### Cell area per tile, run 1

Scale: 4 px per um. The die is cut into 8 by 8 equal tiles; dark blue is low, red is high, 0 to 100% covered.
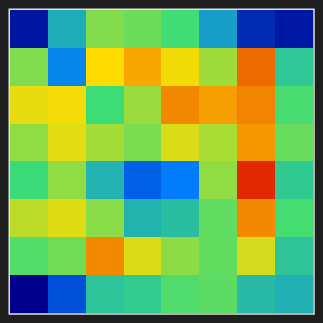
### Cell placement, run 1

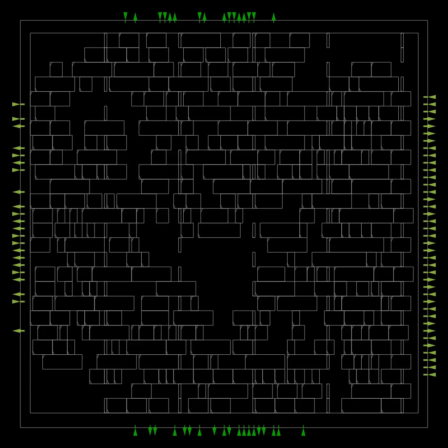
### M1 wires, run 1

Scale: 6 px per um. Supply wires on this layer in gray. Cells faint in the background.
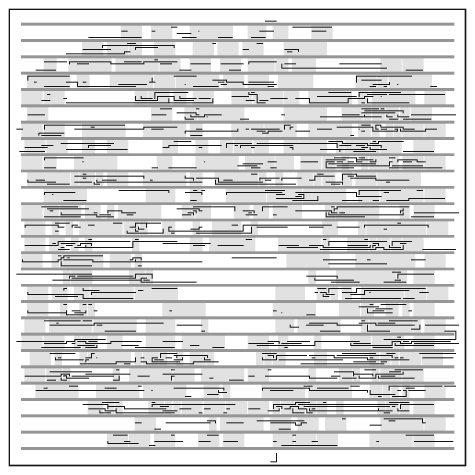
### Nets reached from selected ports, run 1

Scale: 4 px per um.
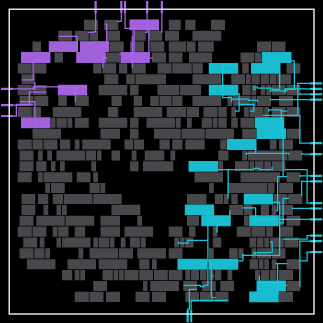
[src/rtl/cpu_mem_arbiter.sv]
`default_nettype none
// +--------------------------------------------------------------------------+
// | cpu_mem_arbiter                                                          |
// | Round-robin CPU/video read arbiter with CPU write priority onto a        |
// | pipelined single-port synchronous RAM.                                   |
// | Revision: 1.0                                                            |
// +--------------------------------------------------------------------------+
module cpu_mem_arbiter #(
  parameter int RAM_LATENCY = 1
) (
  input  logic        clk,
  input  logic        reset_n,
  input  logic [15:0] cpu_addr,
  input  logic        cpu_rd_req,
  output logic        cpu_rd_ack,
  output logic [7:0]  cpu_rd_data,
  input  logic        cpu_wr_enable,
  input  logic [7:0]  cpu_wr_data,
  input  logic [15:0] vid_addr,
  input  logic        vid_rd_req,
  output logic        vid_rd_ack,
  output logic [7:0]  vid_rd_data,
  output logic [15:0] ram_addr,
  output logic        ram_we,
  output logic [7:0]  ram_wr_data,
  input  logic [7:0]  ram_rd_data
);

  localparam logic c_TAG_CPU = 1'b0;
  localparam logic c_TAG_VID = 1'b1;

  logic                   r_cpu_busy;
  logic                   r_vid_busy;
  logic                   r_last_vid;
  logic [RAM_LATENCY-1:0] r_pipe_vld;
  logic [RAM_LATENCY-1:0] r_pipe_tag;

  logic w_cpu_elig;
  logic w_vid_elig;
  logic w_tie;
  logic w_issue_cpu;
  logic w_issue_vid;
  logic w_ret_cpu;
  logic w_ret_vid;

  // The ack cycle still shows the master's stale request, so it is masked.
  assign w_cpu_elig = cpu_rd_req & ~r_cpu_busy & ~cpu_rd_ack;
  assign w_vid_elig = vid_rd_req & ~r_vid_busy & ~vid_rd_ack;
  assign w_tie      = w_cpu_elig & w_vid_elig & ~cpu_wr_enable;

  always_comb begin
    w_issue_cpu = 1'b0;
    w_issue_vid = 1'b0;
    if (!cpu_wr_enable) begin
      if (w_cpu_elig && w_vid_elig) begin
        w_issue_cpu = r_last_vid;
        w_issue_vid = ~r_last_vid;
      end else begin
        w_issue_cpu = w_cpu_elig;
        w_issue_vid = w_vid_elig;
      end
    end
  end

  assign w_ret_cpu = r_pipe_vld[RAM_LATENCY-1] & (r_pipe_tag[RAM_LATENCY-1] == c_TAG_CPU);
  assign w_ret_vid = r_pipe_vld[RAM_LATENCY-1] & (r_pipe_tag[RAM_LATENCY-1] == c_TAG_VID);

  always_ff @(posedge clk) begin
    if (!reset_n) begin
      cpu_rd_ack  <= 1'b0;
      cpu_rd_data <= 8'h00;
      vid_rd_ack  <= 1'b0;
      vid_rd_data <= 8'h00;
      ram_addr    <= 16'h0000;
      ram_we      <= 1'b0;
      ram_wr_data <= 8'h00;
      r_cpu_busy  <= 1'b0;
      r_vid_busy  <= 1'b0;
      r_last_vid  <= 1'b0;
      r_pipe_vld  <= '0;
      r_pipe_tag  <= '0;
    end else begin
      ram_we <= cpu_wr_enable;
      if (cpu_wr_enable) begin
        ram_addr    <= cpu_addr;
        ram_wr_data <= cpu_wr_data;
      end else if (w_issue_cpu) begin
        ram_addr <= cpu_addr;
      end else if (w_issue_vid) begin
        ram_addr <= vid_addr;
      end

      // Fairness history only moves when a real tie was resolved.
      if (w_tie) begin
        r_last_vid <= w_issue_vid;
      end

      r_pipe_vld[0] <= w_issue_cpu | w_issue_vid;
      r_pipe_tag[0] <= w_issue_vid ? c_TAG_VID : c_TAG_CPU;
      for (int i = 1; i < RAM_LATENCY; i++) begin
        r_pipe_vld[i] <= r_pipe_vld[i-1];
        r_pipe_tag[i] <= r_pipe_tag[i-1];
      end

      cpu_rd_ack <= w_ret_cpu;
      vid_rd_ack <= w_ret_vid;
      if (w_ret_cpu) begin
        cpu_rd_data <= ram_rd_data;
      end
      if (w_ret_vid) begin
        vid_rd_data <= ram_rd_data;
      end

      if (w_issue_cpu) begin
        r_cpu_busy <= 1'b1;
      end else if (w_ret_cpu) begin
        r_cpu_busy <= 1'b0;
      end
      if (w_issue_vid) begin
        r_vid_busy <= 1'b1;
      end else if (w_ret_vid) begin
        r_vid_busy <= 1'b0;
      end
    end
  end

endmodule
`default_nettype wire

[config.mk]
export PLATFORM = sky130hd
export DESIGN_NAME = cpu_mem_arbiter
export DESIGN_NICKNAME = d
export VERILOG_FILES = /design/src/rtl/cpu_mem_arbiter.sv
export SDC_FILE = /design/constraint.sdc
export NUM_CORES = 1
export LEC_CHECK = 0
export CORE_MARGIN = 1.5
export CORE_UTILIZATION = 36
export CTS_CLUSTER_DIAMETER = 200
export CTS_CLUSTER_SIZE = 10
export DETAILED_ROUTE_END_ITERATION = 10
export PLACE_DENSITY = 0.76
export SLEW_MARGIN = 20
export SYNTH_ARGS = -nofsm -noshare
export SYNTH_HDL_FRONTEND = slang
export SYNTH_SLANG_ARGS = --single-unit
[constraint.sdc]
create_clock -name clk -period 1.88 [get_ports clk]
set_clock_uncertainty 0.2 [all_clocks]
set_input_delay 0.376 -clock clk [delete_from_list [all_inputs] [get_ports clk]]
set_output_delay 0.376 -clock clk [all_outputs]
set_load 0.01 [all_outputs]
==> flow_summary.yaml, run 1 <==
# implementation run metrics
die:
  die_area_um2: 5750
  die_w_um: 75.8
  rows: 26
  die_height_um: 75.8
place:
  gp_congestion: 0.692
  io_buffers: 95
  dp_hpwl_um: 3360
  numPlacedInstances: 372
  dp_slack_ns: -0.455
  placed_area_um2: 2960
cells_and_area:
  comb_share: 0.274
  stdcell_area_um2: 3240
  clock_buffers: 6
  nonClockInverterCount: 0
  largestClassByArea: "buffers"
  area_delta_synth_final_pct: 69.7
  bufAreaShareNonClock: 0.370
  nNonClkBuffers: 111
  lay_top_count: "clkdlybuf4s50_1"
  largest_register_ffs: 16
  seqCellArea_um2: 963
  regMostFlops: "ram_addr"
  logic_gates: 152
  drive_gt1_frac: 0.107
  combGateArea_um2: 888
synth:
  yosysUniqueCellTypes: 25
  yosysWarnings: 0
  synth_seq_share: 0.504
  syn-instance-count: 215
  xor_area_frac: 0.00459
  synthAoiAreaFrac: 0.190
  yosysTopAreaCell: "dfxtp_1"
  simple_gate_share: 0.218
  ys_sh_mux: 0.0420
  async_flop_share: 0
  ys_dominant_reg_cell: "dfxtp_1"
  syn-cell-area_um2: 1910
  ys_top_logic_family: "simple AND/OR/NAND/NOR gates"
  ys_ff: 48
  most_common_cell: "nand2_1"
  avgSynthCellArea_um2: 8.87
  edf_count: 0
sta:
  slew_headroom: 0.759
  finalWorstSetupSlack_ns: 0.0159
  drv_slew: 0
  fin_crit_ns: 1.86
  hold_viol: 0
  holdWs_ns: 0.266
  setup_tns_ns: 0
  max_freq_mhz: 536
  worstMarginPinSlew_ns: 0.361
power:
  p_clk_frac: 0.289
  p_int_mw: 1.71
  ir_worst_vdd_v: 0.000461
  pg_seq_mw: 1.11
  switching_power_mw: 0.591
  clock_power_mw: 0.665
  p_seq_frac: 0.483
  comb_power_mw: 0.527
  p_per_area_nw_per_um2: 711
  p_sw_frac: 0.257
  finalPower_mw: 2.30
route:
  vias: 1866
  top_layer_used: "met4"
  drtAntennaViolNets: 0
  drt-met1-wl_um: 2330
  route.met3.wl_um: 451
  drtPass1Iterations: 4
  drc_errors: 0
setup_path:
  crit_required_ns: 1.91
  crit_path_frequent_cell: "buf_12"
  crit_chain: "clkdlybuf4s50_1 -> nor3b_4 -> buf_6 -> a21oi_4 -> buf_12 -> buf_12 -> buf_16 -> a31oi_2"
  path_buffers: 5
  cpPeakStageDelay_ns: 0.50
  critPathCapture: "ram_addr[6]"
  end_kind: "flop"
  worstSetupPathType: "in2reg"
  r2r_cells: 6
  crit_start: "cpu_rd_req"
  worst-r2r-setup-slack_ns: 0.03
  critPathMaxFanout: 8
  cp.depth: 8
  rr_endpoint: "ram_addr[14]"
  cp_data_arrival_time_ns: 1.89
worst_hold_path:
  min-delay-start: "vid_rd_data[0]"
  hold_class: "reg2reg"
  whs_endpoint: "vid_rd_data[0]"
clocking:
  hold_buffers: 0
  numCtsBuffers: 5
  clkSinkCount: 48
  cts-root-buf: "clkbuf_8"
  clockBufferDepth: 2
  ctsResizeCount: 9
  tritoncts: "yes"
  clk_pin_slew_worst_paths_ns: 0.09
  post_cts_buffers: 4
  htree_levels: 2
  clkLatencyLatePin_ns: 0.30
global_routing:
  gr-usage-met3: 0.0569
  grtUsageTotal: 0.191
  gr-total-overflow: 0
  grt_pass1_wl_um: 8350
  antenna_found_initial: 0
flow_run:
  warning_count: 27
outcome:
  status: "complete, no violations"
Notes on 'Cell area per tile' above:
mean over tiles: 55%
nearly empty tiles: 1.6%
fullest tile: 96%
tiles over 75% full: 14%
FP Util: 0.374
post-layout util: 0.634
core box area: 5110 um^2

Notes on 'Cell placement' above:
sequential share of cell area: 0.298
TAP cells: 70
Fill cells: 439
seq_cells: 48
Final Non-Filler Cells: 389

Notes on 'M1 wires' above:
wire length on this layer: 2330 um
nets with wire on the layer: 317
longest straight run: 24.4 um
main direction: horizontal
share of all routed wire: 43%

Notes on 'Nets reached from selected ports' above:
| port | color | direction | end cells | wire |
|---|---|---|---|---|
| ram_addr | cyan | output | 16 | 401 um |
| ram_wr_data | purple | output | 8 | 147 um |

### Placement by cell class, run 1

Scale: 4 px per um.
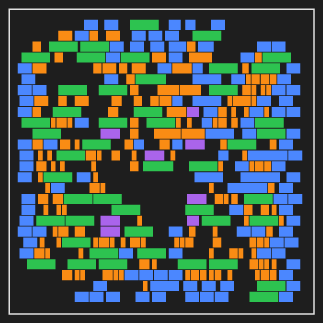

--- run 2 (diff from run 1) ---
- GPL_ROUTABILITY_DRIVEN: default -> 0
- clock period: 1.88 -> 1.5 ns (I/O delays scaled with it)
### Placement by cell class, run 2

Scale: 4 px per um.
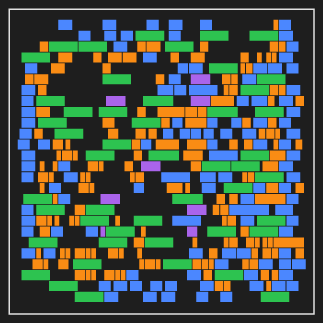
| class | color | cells | share of their area |
|---|---|---|---|
| flip-flops | green | 48 | 31% |
| other buffers and delay cells | blue | 113 | 35% |
| clock drivers and dummy loads | purple | 8 | 3.0% |
| all other logic | orange | 152 | 31% |

### Cell placement, run 2

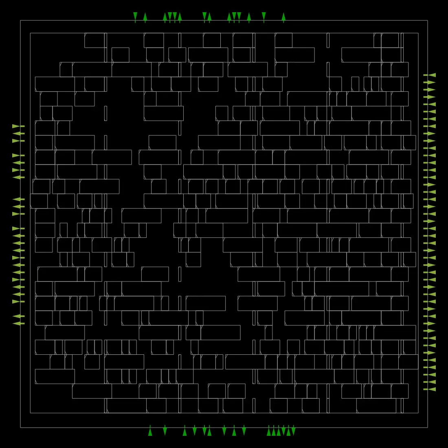
sequential share of cell area: 0.299
Fill cells: 469

==> flow_summary.yaml, run 2 <==
# implementation run metrics
sta:
  setup_viol: 20
  max_freq_mhz: 543
  fin_crit_ns: 1.84
  slew_headroom: 0.779
  holdWs_ns: 0.265
  finalWorstSetupSlack_ns: -0.343
  hold_viol: 0
  drv_slew: 0
clocking:
  tritoncts: "yes"
  post_cts_buffers: 1
  cts-root-buf: "clkbuf_8"
  clkLatencyLatePin_ns: 0.30
  clockBufferDepth: 2
  hold_buffers: 0
  numCtsBuffers: 5
global_routing:
  gr-usage-met3: 0.0516
  grt_pass1_wl_um: 7940
  antenna_found_initial: 0
  gr-total-overflow: 0
  grtUsageTotal: 0.182
cells_and_area:
  largestClassByArea: "buffers"
  regMostFlops: "ram_addr"
  largest_register_ffs: 16
  clock_buffers: 7
  drive_gt1_frac: 0.181
  comb_share: 0.300
  seq_cells: 48
  lay_top_count: "nand2_1"
  seqCellArea_um2: 966
  logic_gates: 152
  nonClockInverterCount: 0
place:
  numPlacedInstances: 380
  io_buffers: 95
  placed_area_um2: 3030
synth:
  yosysTopAreaCell: "dfxtp_1"
  edf_count: 0
  ys_ff: 48
  ys_top_logic_family: "simple AND/OR/NAND/NOR gates"
  ys_dominant_reg_cell: "dfxtp_1"
  yosysWarnings: 0
  synth_seq_share: 0.504
  syn-instance-count: 215
  most_common_cell: "nand2_1"
  yosysUniqueCellTypes: 25
  xor_area_frac: 0.00459
  async_flop_share: 0
  ys_sh_mux: 0.0420
  avgSynthCellArea_um2: 8.87
die:
  rows: 26
  fp_util: 0.374
  coreArea_um2: 5110
  die_w_um: 75.8
  n_tap_cell: 70
  die_area_um2: 5750
worst_hold_path:
  hold_class: "reg2reg"
  min-delay-start: "vid_rd_data[4]"
setup_path:
  end_kind: "flop"
  critPathMaxFanout: 8
  cp_data_arrival_time_ns: 1.87
  path_buffers: 1
  critPathCapture: "ram_addr[15]"
  r2r_cells: 5
  rr_endpoint: "ram_addr[15]"
  crit_required_ns: 1.52
  worstSetupPathType: "reg2reg"
  cpPeakStageDelay_ns: 0.57
  crit_chain: "or4b_4 -> a21oi_4 -> buf_12 -> nand2_2 -> a31oi_1"
  crit_start: "vid_rd_ack"
power:
  clock_power_mw: 0.796
  p_int_mw: 2.07
  pg_seq_mw: 1.39
  p_clk_frac: 0.286
  finalPower_mw: 2.79
  p_sw_frac: 0.259
route:
  top_layer_used: "met4"
  vias: 1903
  drc_errors: 0
  route.met3.wl_um: 556
  drtPass1Iterations: 4
  drtAntennaViolNets: 0
  drt-met1-wl_um: 2300
flow_run:
  warning_count: 29
outcome:
  violations: "negative setup slack"
  status: "complete, but fails checks"
Power and IR drop assume default switching activity.
